$ cat src/rtl/carregador_hd.sv
// carregador_hd: streams one program from the HD store into the instruction memory load port
module carregador_hd #(
    parameter int TAM_TRILHA = 256,
    parameter int TAM_BLOCO  = 200
) (
    input  logic        clock,
    input  logic        reset,
    input  logic        iniciar,
    input  logic [31:0] numeroPrograma,
    output logic [31:0] enderecoHD,
    input  logic [31:0] dadoHD,
    output logic [31:0] entradaDeInstrucao,
    output logic [1:0]  controleSalvaInstrucao,
    output logic [1:0]  ControleFimDeLeitura,
    output logic        ocupado,
    output logic        erro,
    output logic [31:0] palavrasTransferidas
);
    localparam logic [2:0] IDLE       = 3'd0;
    localparam logic [2:0] LE_CAB     = 3'd1;
    localparam logic [2:0] ESPERA_CAB = 3'd2;
    localparam logic [2:0] TRANSFERE  = 3'd3;
    localparam logic [2:0] FIM        = 3'd4;
    localparam logic [2:0] ERRO       = 3'd5;

    logic [2:0]  estado;
    logic [31:0] base;
    logic [31:0] tamanho;
    logic [31:0] base_nova;
    logic        n_valido;
    logic [31:0] proxima_contagem;

    // slot base, header validity and next word count
    always_comb begin
        base_nova        = numeroPrograma * 32'(TAM_TRILHA);
        n_valido         = (dadoHD != 32'd0) && (dadoHD <= 32'(TAM_BLOCO));
        proxima_contagem = palavrasTransferidas + 32'd1;
    end

    // transfer sequencer; every output is a register so it is stable for the falling-edge sample
    always_ff @(posedge clock) begin
        if (reset) begin
            estado                 <= IDLE;
            base                   <= '0;
            tamanho                <= '0;
            enderecoHD             <= '0;
            entradaDeInstrucao     <= '0;
            controleSalvaInstrucao <= 2'b00;
            ControleFimDeLeitura   <= 2'b00;
            ocupado                <= 1'b0;
            erro                   <= 1'b0;
            palavrasTransferidas   <= '0;
        end else begin
            case (estado)
                IDLE: begin
                    controleSalvaInstrucao <= 2'b00;
                    ControleFimDeLeitura   <= 2'b00;
                    erro                   <= 1'b0;
                    ocupado                <= iniciar;
                    if (iniciar) begin
                        base                 <= base_nova;
                        enderecoHD           <= base_nova;
                        palavrasTransferidas <= '0;
                        estado               <= LE_CAB;
                    end
                end
                LE_CAB: begin
                    enderecoHD <= base + 32'd1;
                    estado     <= ESPERA_CAB;
                end
                ESPERA_CAB: begin
                    if (n_valido) begin
                        tamanho    <= dadoHD;
                        enderecoHD <= base + 32'd2;
                        estado     <= TRANSFERE;
                    end else begin
                        estado <= ERRO;
                    end
                end
                TRANSFERE: begin
                    entradaDeInstrucao     <= dadoHD;
                    controleSalvaInstrucao <= 2'b01;
                    palavrasTransferidas   <= proxima_contagem;
                    enderecoHD             <= enderecoHD + 32'd1;
                    if (proxima_contagem == tamanho)
                        estado <= FIM;
                end
                FIM: begin
                    controleSalvaInstrucao <= 2'b00;
                    ControleFimDeLeitura   <= 2'b01;
                    estado                 <= IDLE;
                end
                ERRO: begin
                    erro   <= 1'b1;
                    estado <= IDLE;
                end
                default: estado <= IDLE;
            endcase
        end
    end
endmodule

$ cat config.mk
export PLATFORM = sky130hd
export DESIGN_NAME = carregador_hd
export DESIGN_NICKNAME = d
export VERILOG_FILES = /design/src/rtl/carregador_hd.sv
export SDC_FILE = /design/constraint.sdc
export NUM_CORES = 1
export LEC_CHECK = 0
export ABC_AREA = 0
export CORE_UTILIZATION = 56
export DETAILED_ROUTE_END_ITERATION = 8
export PLACE_DENSITY = 0.87
export RECOVER_POWER = 50
export SYNTH_ARGS = -nofsm -noshare
export SYNTH_HDL_FRONTEND = slang
export SYNTH_SLANG_ARGS = --single-unit
export TNS_END_PERCENT = 1
$ cat constraint.sdc
create_clock -name clock -period 5.3 [get_ports clock]
set_clock_uncertainty 0.15 [all_clocks]
set_input_delay 1.59 -clock clock [delete_from_list [all_inputs] [get_ports clock]]
set_output_delay 1.59 -clock clock [all_outputs]
set_load 0.01 [all_outputs]
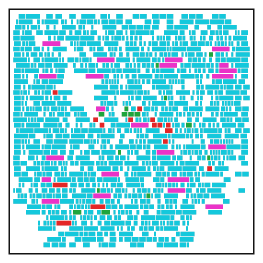
*Cell sizes after repair*
(2 px per um)
Key: x3 and x4 = red [cells 15]; x1 and smaller = cyan [cells 1121]; x6 and larger = magenta [cells 22]; x2 = green [cells 15]

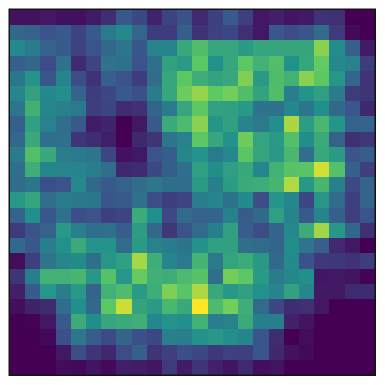
*Wire density map*
(3 px per um) The die is cut into 24 by 24 equal tiles; dark purple is low, yellow is high, scaled to the fullest tile. Values are wire area over tile area, all layers added.
6.8% of the tiles are nearly empty. 29% of the tiles are over half the peak. The mean over all tiles is 0.27. The emptiest ninth of the die: south-east. The fullest tile reaches 0.73.

==> impl_metrics.csv <==
group,metric,value,unit
status,status,"finished, violations left",
status,violations,"max-capacitance violations, max-slew violations",
pwr,power.static_leakage,3.71,nW
placement,gp_congestion,0.883,
cts,clkSinkCount,159,
worst_hold_path,min_path_type,"flip-flop to flip-flop",
logic_synthesis,ys_sh_xor,5.26,%
cts,numCtsBuffers,17,
final_timing,drv_slew,66,
critical_path,worstPathArrival,4.76,ns
logic_synthesis,synth-async-reset-ratio,0,%
critical_path,critPathMaxFanout,65,
floorplan,dieHeight,122,um
flow_run,drv_cap,1,
logic_synthesis,top_area_share,39.8,%
logic_synthesis,synth_flops,159,
logic_synthesis,ys_cells,1054,
cts,htreeDepth,4,
placement,post-place-cells,1324,
critical_path,critPathKind,"primary input to flip-flop",
logic_synthesis,synthDistinctLibCells,60,
route,route.antenna.remaining_nets,0,
global_routing,grt_start_max_net_pins,66,
critical_path,cpPeakStageDelay,2.22,ns
critical_path,startpoint_type,"primary input",
cells_and_area,fin_area,10100,um^2
pwr,p_seq_share,45.1,%
logic_synthesis,yosys.area.top_type,"dfxtp_1",
placement,place_ws,0.840,ns
floorplan,die_width,122,um
route,post_drt_via_cell_ratio,6.19,
logic_synthesis,synth_seq_share,39.8,%
cts,hold_buffers,0,
logic_synthesis,ys_chip_area,8000,um^2
cts,cts_tree,"built",
cts,cts-root-buf,"clkbuf_16",
route,via_count,8378,
logic_synthesis,edf_count,0,
floorplan,dieArea,14800,um^2
critical_path,required,5.44,ns
global_routing,use_met3,7.24,%
placement,hpwl,15000,um
final_timing,hold_viol_final,0,
logic_synthesis,simple_gate_area_share,27.8,%
floorplan,num_rows,43,
pwr,ir_worst_vdd,278,uV
critical_path,worstSetupEndpointType,"flip-flop",
pwr,comb_power_share,13.3,%
global_routing,grtUsageMet1,42.3,%
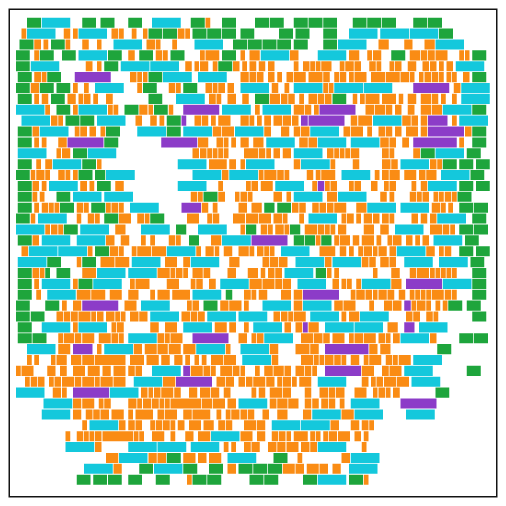
*Placed cells, one color a class*
(4 px per um)
Key: clock drivers and dummy loads = purple [cells 29, share of their area 5.7%]; remaining buffers and delay cells = green [cells 169, share of their area 17%]; remaining logic cells = orange [cells 816, share of their area 46%]; registers = cyan [cells 159, share of their area 32%]
core footprint: 13900 um^2
Final Core Density: 73.1%

-- per-layer routing --
| layer | vias to the layer above | part of all wire [%] | routed length [um] |
|---|---|---|---|
| met5 | - | 0 | 0 |
| met4 | 0 | 2.5 | 588 |
| met3 | 54 | 9.9 | 2300 |
| met2 | 451 | 46 | 10700 |
| met1 | 3912 | 41 | 9600 |
| li1 | 3961 | - | - |
-- cells in the mapped netlist, drive strengths merged, types with 2 or more instances --
master and count:
o22a 2, inv 15, a221oi 4, a311oi 8, a21o 5, nand3 38, o32a 3, xnor2 36
nor2 70, and4 7, ha 2, mux2i 10, nand3b 3, a221o 5, buf 13, o22ai 11
o21ai 50, and3 13, nor4b 2, nand2 196, o311ai 4, or3 14, o221ai 2, a41oi 2
or2 3, a21oi 141, a31oi 8, nor4 25, nand2b 6, dfxtp 159, o21a 3, nor3 20
or4 7, a211oi 15, o211ai 8, nand4 20, clkbuf 67, xor2 12, and2 31
-- cell type report --
class,count,area [um^2],area share (%)
Multi-Input combinational cell,801,4460,44.0
Clock inverter,7,87.6,0.863
Inverter,15,56.3,0.555
Tap cell,180,225,2.22
Timing Repair Buffer,169,1660,16.3
Clock buffer,22,474,4.67
Sequential cell,159,3180,31.4
-- worst paths after layout --
check | cells past startpoint | slack (ns) | startpoint | endpoint
min | 2 | 0.30 | entradaDeInstrucao[1] | entradaDeInstrucao[1]
max reg2reg | 8 | 1.71 | palavrasTransferidas[0] | estado[1]
max | 3 | 0.68 | reset | enderecoHD[26]
min reg2reg | 2 | 0.30 | entradaDeInstrucao[1] | entradaDeInstrucao[1]
-- critical path: cells and delay by family --
family | cells | cell delay, ns
and+or+nand+nor | 1 | 0.12
buffers and inverters | 2 | 3.02
Power figures rest on the tool's default switching activity, not on a simulated workload.
